File: config.mk
export PLATFORM = sky130hd
export DESIGN_NAME = clk_div_pow2_gen_flat
export DESIGN_NICKNAME = d
export VERILOG_FILES = /design/src/rtl/clk_div_pow2_gen_if.sv /design/src/rtl/clk_div_pow2_gen.sv /design/src/flat_wrapper.sv
export SDC_FILE = /design/constraint.sdc
export NUM_CORES = 1
export LEC_CHECK = 0
export ABC_AREA = 1
export CAP_MARGIN = 5
export CORE_ASPECT_RATIO = 1.2
export CORE_MARGIN = 4
export CORE_UTILIZATION = 40
export CTS_CLUSTER_SIZE = 40
export DETAILED_ROUTE_END_ITERATION = 16
export GPL_TIMING_DRIVEN = 0
export SYNTH_ARGS = -nofsm -noshare
export SYNTH_HDL_FRONTEND = slang
export SYNTH_SLANG_ARGS = --single-unit
File: constraint.sdc
create_clock -name CLK -period 4 [get_ports CLK]
set_clock_uncertainty 0.2 [all_clocks]
set_input_delay 0.8 -clock CLK [delete_from_list [all_inputs] [get_ports CLK]]
set_output_delay 0.8 -clock CLK [all_outputs]
set_load 0.02 [all_outputs]
File: src/rtl/clk_div_pow2_gen_if.sv
// Control and status bundle for the power-of-two clock-enable generator.
// The master drives run/restart/select; the slave returns tick, square and period status.
interface clk_div_pow2_gen_if #(
  parameter int unsigned SEL_W    = 4,
  parameter int unsigned BASE_EXP = 17
);
  localparam int unsigned CNT_W = BASE_EXP + 2**SEL_W;

  logic             EN;
  logic             APPLY_NOW;
  logic [SEL_W-1:0] SW_IN;
  logic             TICK;
  logic             SQ_OUT;
  logic [SEL_W-1:0] SEL_ACT;
  logic [CNT_W-1:0] PERIOD_OUT;

  modport master (
    output EN, APPLY_NOW, SW_IN,
    input  TICK, SQ_OUT, SEL_ACT, PERIOD_OUT
  );

  modport slave (
    input  EN, APPLY_NOW, SW_IN,
    output TICK, SQ_OUT, SEL_ACT, PERIOD_OUT
  );
endinterface

File: src/rtl/clk_div_pow2_gen.sv
// Switch-selected power-of-two clock-enable generator.
// Period N = 2**(BASE_EXP + SEL_ACT) clocks. A new select is picked up only at the
// period boundary or on APPLY_NOW, so a period is never truncated or stretched.
module clk_div_pow2_gen #(
  parameter int unsigned SEL_W    = 4,
  parameter int unsigned BASE_EXP = 17
) (
  input  logic               CLK,
  input  logic               RST_N,
  clk_div_pow2_gen_if.slave  bus
);
  localparam int unsigned CNT_W = BASE_EXP + 2**SEL_W;

  logic [SEL_W-1:0] sw_meta_q, sw_s_q;
  logic [SEL_W-1:0] sel_q, sel_d;
  logic [CNT_W-1:0] cnt_q, cnt_d;
  logic             tick_q, tick_d;
  logic             sq_q, sq_d;

  logic [CNT_W-1:0] period;
  logic [CNT_W-1:0] last_cnt;
  logic [CNT_W-1:0] half;
  logic [CNT_W-1:0] cnt_inc;

  // Period derived from the select in force; largest exponent still fits CNT_W bits.
  always_comb begin
    period   = CNT_W'(1) << (BASE_EXP + 32'(sel_q));
    last_cnt = period - CNT_W'(1);
    half     = period >> 1;
    cnt_inc  = cnt_q + CNT_W'(1);
  end

  // Next-state: restart beats wrap beats count; EN=0 holds everything but TICK.
  always_comb begin
    sel_d  = sel_q;
    cnt_d  = cnt_q;
    tick_d = 1'b0;
    sq_d   = sq_q;
    if (bus.APPLY_NOW) begin
      cnt_d = '0;
      sel_d = sw_s_q;
      sq_d  = 1'b1;
    end else if (bus.EN) begin
      if (cnt_q == last_cnt) begin
        cnt_d  = '0;
        sel_d  = sw_s_q;
        tick_d = 1'b1;
        sq_d   = 1'b1;
      end else begin
        cnt_d = cnt_inc;
        sq_d  = (cnt_inc < half);
      end
    end
  end

  // State registers with synchronous active-low reset; synchroniser loads every cycle.
  always_ff @(posedge CLK) begin
    if (!RST_N) begin
      sw_meta_q <= '0;
      sw_s_q    <= '0;
      sel_q     <= '0;
      cnt_q     <= '0;
      tick_q    <= 1'b0;
      sq_q      <= 1'b0;
    end else begin
      sw_meta_q <= bus.SW_IN;
      sw_s_q    <= sw_meta_q;
      sel_q     <= sel_d;
      cnt_q     <= cnt_d;
      tick_q    <= tick_d;
      sq_q      <= sq_d;
    end
  end

  assign bus.TICK       = tick_q;
  assign bus.SQ_OUT     = sq_q;
  assign bus.SEL_ACT    = sel_q;
  assign bus.PERIOD_OUT = period;
endmodule

File: src/flat_wrapper.sv
// flat-port wrapper written by rule: the top's interface ports become plain ports
module clk_div_pow2_gen_flat 
#(
  parameter int unsigned SEL_W    = 4,
  parameter int unsigned BASE_EXP = 17
)
  (CLK, RST_N, bus_EN, bus_APPLY_NOW, bus_SW_IN, bus_TICK, bus_SQ_OUT, bus_SEL_ACT, bus_PERIOD_OUT);
  clk_div_pow2_gen_if #(.SEL_W(SEL_W), .BASE_EXP(BASE_EXP)) bus_i ();
  input  logic CLK;
  input  logic RST_N;
  input wire logic [$bits(bus_i.EN)-1:0] bus_EN;
  input wire logic [$bits(bus_i.APPLY_NOW)-1:0] bus_APPLY_NOW;
  input wire logic [$bits(bus_i.SW_IN)-1:0] bus_SW_IN;
  output wire logic [$bits(bus_i.TICK)-1:0] bus_TICK;
  output wire logic [$bits(bus_i.SQ_OUT)-1:0] bus_SQ_OUT;
  output wire logic [$bits(bus_i.SEL_ACT)-1:0] bus_SEL_ACT;
  output wire logic [$bits(bus_i.PERIOD_OUT)-1:0] bus_PERIOD_OUT;
  assign bus_i.EN = bus_EN;
  assign bus_i.APPLY_NOW = bus_APPLY_NOW;
  assign bus_i.SW_IN = bus_SW_IN;
  assign bus_TICK = bus_i.TICK;
  assign bus_SQ_OUT = bus_i.SQ_OUT;
  assign bus_SEL_ACT = bus_i.SEL_ACT;
  assign bus_PERIOD_OUT = bus_i.PERIOD_OUT;
  clk_div_pow2_gen #(.SEL_W(SEL_W), .BASE_EXP(BASE_EXP)) u_core (.CLK(CLK), .RST_N(RST_N), .bus(bus_i));
endmodule
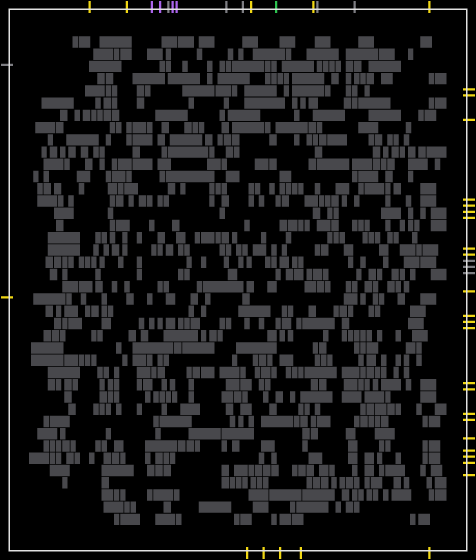
Figure 1: I/O pins on the die edge.
Pins as bars across the die edge, other pins in gray.
color	port	pins	direction	edge
purple	bus_SW_IN	4	input	north
yellow	bus_PERIOD_OUT	33	output	22 east, 5 south, 5 north, 1 west
green	bus_APPLY_NOW	1	input	north

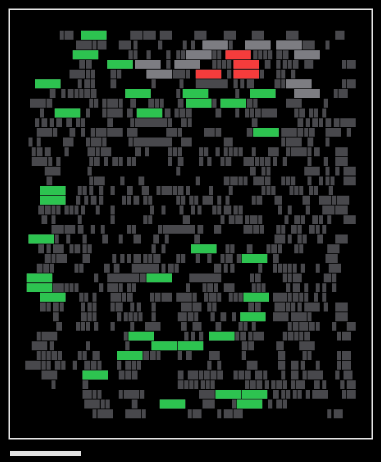
Figure 2: sequential cells grouped by signal name.
Scale bar: 20 um. Other sequential cells in the stronger gray, the rest of the logic in the fainter gray.
color	signal	sequential cells
red	u_core.sw_s_q	4
green	u_core.cnt_q	33

==> Slide: Implementation Results <==
Physical Implementation Snapshot

Status
  – Status: finished, final reports clean

Pwr
  – P_clk: 0.000495 W
  – Clock power share: 0.451
  – Combinational share of power: 0.114
  – Largest power group: clock
  – Comb group: 0.000126 W
  – Internal Power: 0.000813 W
  – Net Switching: 0.000285 W
  – Total leakage power: 2.26 nW
  – Pwr Density: 224 nW/um2
  – Sequential fraction of design power: 0.435
  – Overall power: 0.00110 W
  – Sequential Power: 0.000478 W
  – Switching Share: 0.259

Yosys
  – Yosys aoi share: 0.0826
  – Ys Warns: 0
  – Synth Seq Share: 0.225
  – Syn Area/Cell: 6.00 um2
  – Synth top cell by count: nand2_1
  – Post-synthesis xor/xnor area fraction: 0.0608
  – Comb area leader: simple AND/OR/NAND/NOR gates
  – Main synth FF type: dfxtp_1
  – Synth area leaders: dfxtp_1 (23%), nand2_1 (18%), ha_1 (9.9%), inv_1 (9.2%), nor2_1 (6.9%)
  – Fraction of registers with async set/reset: 0
  – Unique cell types: 30
  – Synthesized cell area: 4180 um2
  – Syn Inst Count: 697
  – Fraction of the mapped netlist area in adder cells: 0.0988
  – Post-synth top cells: nand2_1 (197), inv_1 (102), nor2_1 (77), a21oi_1 (54), nand3_1 (54)
  – Ys cells: 697
  – Synth Area in Simple Gates: 0.383
  – Synth mux share: 0
  – Post-synth top area cell: dfxtp_1
  – Max-area cell share: 0.225
  – Flip-flops with a built-in enable: 0
  – FF+latch count, synth: 47
  – YS chip area: 4180 um2

Min path
  – Hold path endpoint: u_core.sw_s_q[2]$_SDFF_PN0_
  – HP Class: flop to flop
  – Hold Path Depth: 2
  – Hold wc startpoint: u_core.sw_meta_q[2]$_SDFF_PN0_

Timing
  – Max Clk Rate: 273 MHz
  – RSZ-0062 raised after global routing: false
  – Final worst slack: 0.337 ns
  – Slew headroom: 0.602
  – Post-layout min period: 3.66 ns
  – Final TNS setup: 0 ns
  – Final setup violation count: 0
  – Final Slew Violations: 0
  – Tightest Pin Transition: 0.595 ns
  – Crit share post-route: 0.916

Clock network
  – Post_cts resized: 0
  – CTS tree: yes
  – # H-tree levels: 2
  – Sink Count: 47
  – Late-Pin Clk Latency: 0.30 ns
  – CTS root buf: clkbuf_16
  – Worst-path clk slew: 0.07 ns
  – CTS buffer count: 5
  – Post-cts hold buffer count: 0
  – Post-CTS Setup Bufs: 0
  – Maximum buffer depth of the clock tree: 2

Global routing
  – Largest net degree at the start of global routing: 17
  – Antenna violations before repair: 0
  – First-pass GRT wire length: 21400 um
  – Aggregate global-route resource usage: 0.226

Worst setup path
  – Critical Path Max Stage Delay: 0.49 ns
  – R2R depth: 15
  – Worst Path Buf+Inv: 1
  – Setup CP Type: flop to flop
  – Crit path launch: u_core.cnt_q[0]$_SDFFE_PP0P_
  – Slowest-stage cell, CP: nor2_1
  – CP endpoint kind: flop
  – Crit-path cells: ha_1, nand2_1, nor2_1, nand2_1, nor2_1, xor2_1, ha_1, nand2_1, inv_1, nand3_1, nor2_1, and3_1, nand4_1, nand4_1, a21oi_1
  – Worst endpoint required time: 3.98 ns
  – Max FO, Critical Path: 5
  – Crit start category: flop
  – WP data arrival: 3.64 ns
  – Critical Path End: u_core.bus.SQ_OUT$_SDFFE_PN0P_
  – Number of stages on the worst setup path: 15
  – Reg-to-Reg End: u_core.bus.SQ_OUT$_SDFFE_PN0P_
  – Delay-heaviest family, CP: simple AND/OR/NAND/NOR gates
  – Crit Reg-Reg Startpoint: u_core.cnt_q[0]$_SDFFE_PP0P_

Drt
  – Final wirelength: 13500 um
  – Antenna Nets Post-Route: 0
  – Vias: 4412
  – DRT iter0 DRCs: 255
  – Residual DRC: 0
  – DRT Pass-1 Iters: 5
  – DR WL/cell: 15.1 um

Final layout
  – Final cell count without fillers: 890
  – Area growth syn-to-layout: 17.2%
  – Filler cells: 1123
  – Biggest register: u_core.cnt_q
  – Fin area: 4900 um2
  – Utilization after layout: 0.485
  – Share of cells above drive strength 1: 0.0550
  – Max reg flops: 33
  – Nets: 804
  – Top Layout Cells: nand2_1 (197), inv_1 (102), nor2_1 (77)
  – Area occupied by registers: 941 um2
  – Commonest Layout Cell: nand2_1
  – Gate Area: 2740 um2

Die
  – Die H: 120 um
  – Std cell rows: 40
  – Die Wd: 101 um
  – I/O pin total: 47
  – Chip area: 12200 um2
  – Initial Util: 0.413
  – Core Area: 10100 um2

Placement
  – Port Buf Inserts: 27
  – Pre-CTS setup slack: 0.351 ns
  – Dpl hpwl: 11100 um
  – Post-DP Area: 4730 um2
  – Placed cell count: 882
  – Placer Congestion: 0.961

Flow run
  – Max Cap Violations: 0
  – Stage-log warning count: 26
## routing by layer
metal | up-vias | part of all wire | wire, um | GRT usage
met5 | - | 0 | 0 | 0
met4 | 0 | 0.032 | 435 | 0.0840
met3 | 26 | 0.039 | 521 | 0.0233
met2 | 105 | 0.50 | 6780 | 0.399
met1 | 1998 | 0.42 | 5720 | 0.279
li1 | 2283 | - | - | -
## cell type report
type / instances / area share
Sequential cell: 47 / 0.192
Clock inverter: 3 / 0.00945
Timing Repair Buffer: 27 / 0.0552
Multi-Input combinational cell: 539 / 0.560
Buffer: 36 / 0.0439
Tap cell: 126 / 0.0322
Inverter: 107 / 0.0820
Clock buffer: 5 / 0.0255
Power figures rest on the tool's default switching activity, not on a simulated workload.
